**Metal 3**

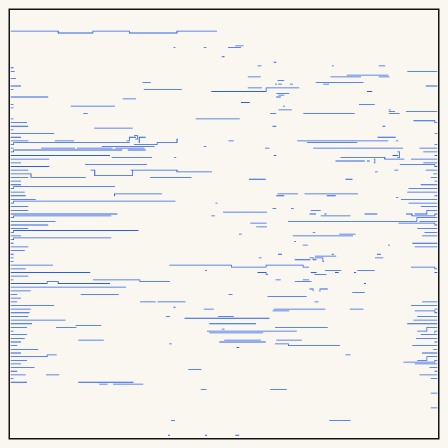
**Routing congestion**

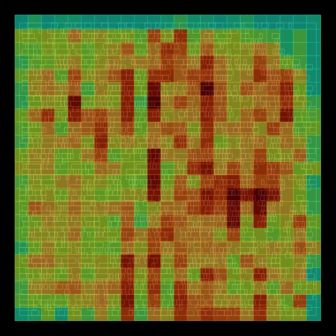
**Ports around the boundary**

Pins as bars across the die edge, other pins in grey.
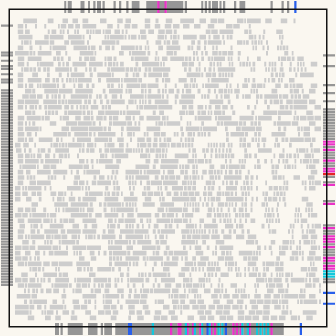
**Register map, names as in the netlist**

Other sequential cells in the stronger grey, the rest of the logic in the fainter grey.
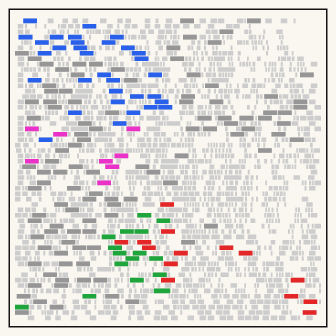
**config.mk**
```make
export PLATFORM = sky130hd
export DESIGN_NAME = cix32_descriptor_loader
export DESIGN_NICKNAME = d
export VERILOG_FILES = /design/src/rtl/cix32_descriptor_loader_pkg.sv /design/src/rtl/cix32_desc_check.sv /design/src/rtl/cix32_descriptor_loader.sv
export SDC_FILE = /design/constraint.sdc
export NUM_CORES = 1
export LEC_CHECK = 0
export ABC_AREA = 1
export CORE_MARGIN = 2
export CORE_UTILIZATION = 44
export DETAILED_ROUTE_END_ITERATION = 6
export HOLD_SLACK_MARGIN = 0.15
export PLACE_DENSITY_LB_ADDON = 0.05
export SLEW_MARGIN = 5
export SYNTH_ARGS = -nofsm -noshare
export SYNTH_HDL_FRONTEND = slang
export SYNTH_SLANG_ARGS = --single-unit
```
**constraint.sdc**
```tcl
create_clock -name clk -period 2.89 [get_ports clk]
set_input_delay 0.867 -clock clk [delete_from_list [all_inputs] [get_ports clk]]
set_output_delay 0.867 -clock clk [all_outputs]
set_load 0.02 [all_outputs]
```
**src/rtl/cix32_descriptor_loader_pkg.sv**
```systemverilog
// Shared types and constants for the segment descriptor loader.
// Descriptor bit positions index the access byte (attrs) or the high descriptor word.
package cix32_descriptor_loader_pkg;

  typedef enum logic {
    MODE_REAL      = 1'b0,
    MODE_PROTECTED = 1'b1
  } cpu_mode_t;

  typedef enum logic [2:0] {
    SEG_ES = 3'd0,
    SEG_CS = 3'd1,
    SEG_SS = 3'd2,
    SEG_DS = 3'd3,
    SEG_FS = 3'd4,
    SEG_GS = 3'd5
  } seg_t;

  typedef enum logic [2:0] {
    ST_IDLE,
    ST_CHECK,
    ST_RD_LO,
    ST_RD_HI,
    ST_VALIDATE,
    ST_COMMIT,
    ST_FAULT
  } loader_state_t;

  localparam logic [7:0] FV_NP = 8'd11;
  localparam logic [7:0] FV_SS = 8'd12;
  localparam logic [7:0] FV_GP = 8'd13;

  localparam int unsigned DESC_P    = 7;
  localparam int unsigned DESC_S    = 4;
  localparam int unsigned DESC_CODE = 3;
  localparam int unsigned DESC_RW   = 1;
  localparam int unsigned DESC_G    = 23;

  // Expands the 20-bit raw limit to bytes when the granularity bit is set.
  function automatic logic [31:0] desc_limit_decode(input logic [31:0] lo, input logic [31:0] hi);
    logic [19:0] raw;
    raw = {hi[19:16], lo[15:0]};
    return hi[DESC_G] ? {raw, 12'hFFF} : {12'h000, raw};
  endfunction

endpackage

```
**src/rtl/cix32_desc_check.sv**
```systemverilog
// Combinational type/presence validation of a fetched descriptor access byte.
module cix32_desc_check
  import cix32_descriptor_loader_pkg::*;
(
  input  logic [7:0] attrs,
  input  logic [2:0] seg,
  output logic       ok,
  output logic [7:0] vec
);

  logic is_cs;
  logic is_ss;
  logic type_bad;

  always_comb begin
    is_cs = (seg == SEG_CS);
    is_ss = (seg == SEG_SS);
    // Any type violation outranks the present check and always reports #GP.
    type_bad = !attrs[DESC_S]
             | (is_cs & !attrs[DESC_CODE])
             | (is_ss & (attrs[DESC_CODE] | !attrs[DESC_RW]))
             | (!is_cs & !is_ss & attrs[DESC_CODE] & !attrs[DESC_RW]);
    ok  = !type_bad & attrs[DESC_P];
    if (type_bad)  vec = FV_GP;
    else if (is_ss) vec = FV_SS;
    else            vec = FV_NP;
  end

endmodule

```
**src/rtl/cix32_descriptor_loader.sv**
```systemverilog
// Segment register / hidden descriptor cache loader: synthesizes real-mode
// descriptors and fetches/validates protected-mode descriptors from the GDT/LDT.
module cix32_descriptor_loader
  import cix32_descriptor_loader_pkg::*;
(
  input  logic        clk,
  input  logic        rst_n,
  input  cpu_mode_t   cpu_mode,
  input  logic        load_req,
  input  logic [2:0]  load_seg,
  input  logic [15:0] load_sel,
  output logic        load_ready,
  input  logic [31:0] gdtr_base,
  input  logic [31:0] ldtr_base,
  input  logic [15:0] gdtr_limit,
  input  logic [15:0] ldtr_limit,
  output logic        mem_req,
  output logic [31:0] mem_addr,
  input  logic        mem_ack,
  input  logic        mem_err,
  input  logic [31:0] mem_rdata,
  output logic        seg_we,
  output logic [2:0]  seg_addr,
  output logic [15:0] seg_wdata,
  output logic        desc_we,
  output logic [2:0]  desc_seg,
  output logic [31:0] desc_base,
  output logic [31:0] desc_limit,
  output logic [7:0]  desc_attrs,
  output logic        done,
  output logic        fault,
  output logic [7:0]  fault_vec,
  output logic [15:0] fault_code
);

  loader_state_t state, state_next;

  logic [2:0]  seg_r;
  logic [15:0] sel_r;
  logic [31:0] lo_r;
  logic [31:0] addr_r;
  logic [31:0] base_r;
  logic [31:0] limit_r;
  logic [7:0]  attrs_r;
  logic [7:0]  fault_vec_r;
  logic [15:0] fault_code_r;

  logic [12:0] idx;
  logic        null_sel;
  logic        null_fatal;
  logic        out_of_bounds;
  logic [31:0] tbl_base;
  logic [15:0] tbl_limit;
  logic        chk_ok;
  logic [7:0]  chk_vec;
  logic        unused_desc_bits;

  assign unused_desc_bits = ^mem_rdata[22:20];

  always_comb begin
    idx           = sel_r[15:3];
    null_sel      = (sel_r[15:2] == 14'd0);
    null_fatal    = (seg_r == SEG_CS) || (seg_r == SEG_SS);
    tbl_base      = sel_r[2] ? ldtr_base  : gdtr_base;
    tbl_limit     = sel_r[2] ? ldtr_limit : gdtr_limit;
    out_of_bounds = {idx, 3'b111} > tbl_limit;
  end

  cix32_desc_check u_check (
    .attrs (attrs_r),
    .seg   (seg_r),
    .ok    (chk_ok),
    .vec   (chk_vec)
  );

  always_ff @(posedge clk) begin
    if (!rst_n) state <= ST_IDLE;
    else        state <= state_next;
  end

  always_comb begin
    state_next = state;
    unique case (state)
      ST_IDLE:
        if (load_req) state_next = (cpu_mode == MODE_REAL) ? ST_COMMIT : ST_CHECK;
      ST_CHECK:
        if (null_sel)           state_next = null_fatal ? ST_FAULT : ST_COMMIT;
        else if (out_of_bounds) state_next = ST_FAULT;
        else                    state_next = ST_RD_LO;
      ST_RD_LO:
        if (mem_err)      state_next = ST_FAULT;
        else if (mem_ack) state_next = ST_RD_HI;
      ST_RD_HI:
        if (mem_err)      state_next = ST_FAULT;
        else if (mem_ack) state_next = ST_VALIDATE;
      ST_VALIDATE:
        state_next = chk_ok ? ST_COMMIT : ST_FAULT;
      ST_COMMIT, ST_FAULT:
        state_next = ST_IDLE;
      default:
        state_next = ST_IDLE;
    endcase
  end

  always_ff @(posedge clk) begin
    if (!rst_n) begin
      seg_r        <= '0;
      sel_r        <= '0;
      lo_r         <= '0;
      addr_r       <= '0;
      base_r       <= '0;
      limit_r      <= '0;
      attrs_r      <= '0;
      fault_vec_r  <= '0;
      fault_code_r <= '0;
    end else begin
      unique case (state)
        ST_IDLE:
          if (load_req) begin
            seg_r   <= load_seg;
            sel_r   <= load_sel;
            base_r  <= {12'h000, load_sel, 4'h0};
            limit_r <= 32'h0000FFFF;
            attrs_r <= 8'h93;
          end
        ST_CHECK: begin
          // Zeroed so a null selector commits a not-present descriptor.
          addr_r  <= tbl_base + {16'h0000, idx, 3'b000};
          base_r  <= '0;
          limit_r <= '0;
          attrs_r <= '0;
        end
        ST_RD_LO:
          if (mem_ack && !mem_err) begin
            lo_r   <= mem_rdata;
            addr_r <= addr_r + 32'd4;
          end
        ST_RD_HI:
          if (mem_ack && !mem_err) begin
            base_r  <= {mem_rdata[31:24], mem_rdata[7:0], lo_r[31:16]};
            limit_r <= desc_limit_decode(lo_r, mem_rdata);
            attrs_r <= mem_rdata[15:8];
          end
        default: ;
      endcase
      if (state_next == ST_FAULT) begin
        fault_vec_r  <= (state == ST_VALIDATE) ? chk_vec : FV_GP;
        fault_code_r <= (state == ST_CHECK && null_sel) ? 16'h0000 : {sel_r[15:2], 2'b00};
      end
    end
  end

  always_comb begin
    load_ready = (state == ST_IDLE);
    mem_req    = (state == ST_RD_LO) || (state == ST_RD_HI);
    mem_addr   = addr_r;
    seg_we     = (state == ST_COMMIT);
    desc_we    = (state == ST_COMMIT);
    done       = (state == ST_COMMIT) || (state == ST_FAULT);
    fault      = (state == ST_FAULT);
    seg_addr   = '0;
    seg_wdata  = '0;
    desc_seg   = '0;
    desc_base  = '0;
    desc_limit = '0;
    desc_attrs = '0;
    if (state == ST_COMMIT) begin
      seg_addr   = seg_r;
      seg_wdata  = sel_r;
      desc_seg   = seg_r;
      desc_base  = base_r;
      desc_limit = limit_r;
      desc_attrs = attrs_r;
    end
    fault_vec  = fault_vec_r;
    fault_code = fault_code_r;
  end

endmodule

```
==> results_dict.tcl <==
# flow metrics
set metrics [dict create \
    cp_cell_sequence "inv_2 -> nor3_2 -> inv_2 -> buf_12 -> nor2_1 -> dlygate4sd2_1" \
    yosys_area_mm2 0.0106 \
    p_sw_mw 5.94 \
    top_layer_used "met5" \
    rsz0062_at_grt "true" \
    wl_met2_um 18500 \
    slew_headroom 0.435 \
    endpoint_kind "primary output" \
    fmax_mhz 356 \
    syn_area_per_cell_um2 6.52 \
    grt_pass1_wl_um 61300 \
    cp_max_fo 26 \
    pwr-share-seq 0.296 \
    placed_cells 2219 \
    endpoint "seg_addr[2]" \
    crit_path_start "state[0]" \
    fin_cells 2253 \
    p_total_mw 12.9 \
    gp_congestion 0.924 \
    log.warning_count 27 \
    m1WireLength_um 15700 \
    power.density_mw_per_mm2 876 \
    die_w_um 159 \
    core_region_area_mm2 0.0235 \
    maxSlewViolCount 0 \
    wl_um 38300 \
    postLayoutCellArea_mm2 0.0148 \
    outcome "finished clean" \
    fin_skew_ns 0.0141 \
    reg2reg_depth 15 \
    pwr-share-comb 0.513 \
    yosys_cells 1624 \
    leakage_nw 6.54 \
    cp_common_cell "inv_2" \
    fp.dieH_um 159 \
]
## Picture notes: 'metal 3'
The layer carries 2640 um of wire. The longest straight run is 60.0 um.

## Picture notes: 'routing congestion'
Top Usage Layer GRT: met2
met1 Track Usage GR: 0.354
Layout Utilization: 0.627
Routed WL per cell: 17.0 um
met3 Use GR: 0.0703

## Picture notes: 'ports around the boundary'
Red shows `mem_err`, pins 1, direction input, edge right. Magenta shows `ldtr_base`, pins 32, direction input, edge 17 right, 13 bottom, 2 top. Cyan shows `ldtr_limit`, pins 16, direction input, edge 13 bottom, 3 right. Blue shows `fault_vec`, pins 8, direction output, edge 5 bottom, 2 right, 1 top.
All pins by edge: 114 bottom, 82 left, 59 right, 54 top.

## Picture notes: 'register map, names as in the netlist'
Blue shows `limit_r`, sequential cells 32. Red shows `fault_code`, sequential cells 14. Green shows `sel_r`, sequential cells 16, where bottom middle. Magenta shows `attrs_r`, sequential cells 8.
Another 106 sequential cells are not coloured.
Seq. cell area: 0.00353 mm2
sequential portion of the cell area: 0.239
sequential power: 3.83 mW

-- synth_stat cells, drive strengths merged --
cell type,count,share of area
dfxtp,176,0.33
nor3,19,0.0094
o31a,1,0.00083
nand3b,5,0.0035
buf,37,0.023
o211ai,5,0.0035
a211oi,55,0.039
ha,27,0.032
fa,1,0.0019
a21oi,168,0.080
inv,202,0.072
clkbuf,68,0.024
nand3,68,0.034
a311oi,4,0.0033
nor4,1,0.00059
nand4,37,0.022
a31oi,14,0.0083
a32oi,1,0.00083
o22ai,1,0.00059
o21bai,3,0.0021
xnor2,9,0.0074
xor2,14,0.012
or2,9,0.0053
conb,1,0.00035
nand2,323,0.12
mux2i,12,0.011
nor2,220,0.081
a221oi,19,0.016
o21ai,122,0.058
and2,1,0.00059
clkinv,1,0.00035
-- worst min path at each step --
stage,to,slack [ns],depth (start not counted)
6_report,limit_r[14],0.46,2
4_1_cts,limit_r[14],0.46,2
3_5_place_dp,limit_r[14],0.44,2
5_1_grt,base_r[24],0.48,2
3_3_place_gp,fault_vec[3],0.44,2
2_1_floorplan,limit_r[10],0.43,2
-- cell families after synthesis --
group	Yosys count
simple gates	683
mux	12
flops	176
fa+ha+maj	28
buf+inv	308
xor+xnor	23
other cells	1
compound gates	393
-- flip-flops by register name, indices dropped and copies added (netlist names) --
signal / flops
state: 3
base_r: 32
lo_r: 32
limit_r: 32
sel_r: 16
mem_addr: 32
fault_vec: 4
attrs_r: 8
fault_code: 14
seg_r: 3
-- area by class of cell --
| type | count | area share |
|---|---|---|
| diodes | 1 | 0.000170 |
| inverters | 203 | 0.0516 |
| clock buffers | 17 | 0.0288 |
| well taps | 319 | 0.0270 |
| repair buffers | 377 | 0.241 |
| flip-flops and latches | 176 | 0.239 |
| multi-input cells | 1145 | 0.399 |
| clock inverters | 15 | 0.0135 |
Power and IR drop assume default switching activity.
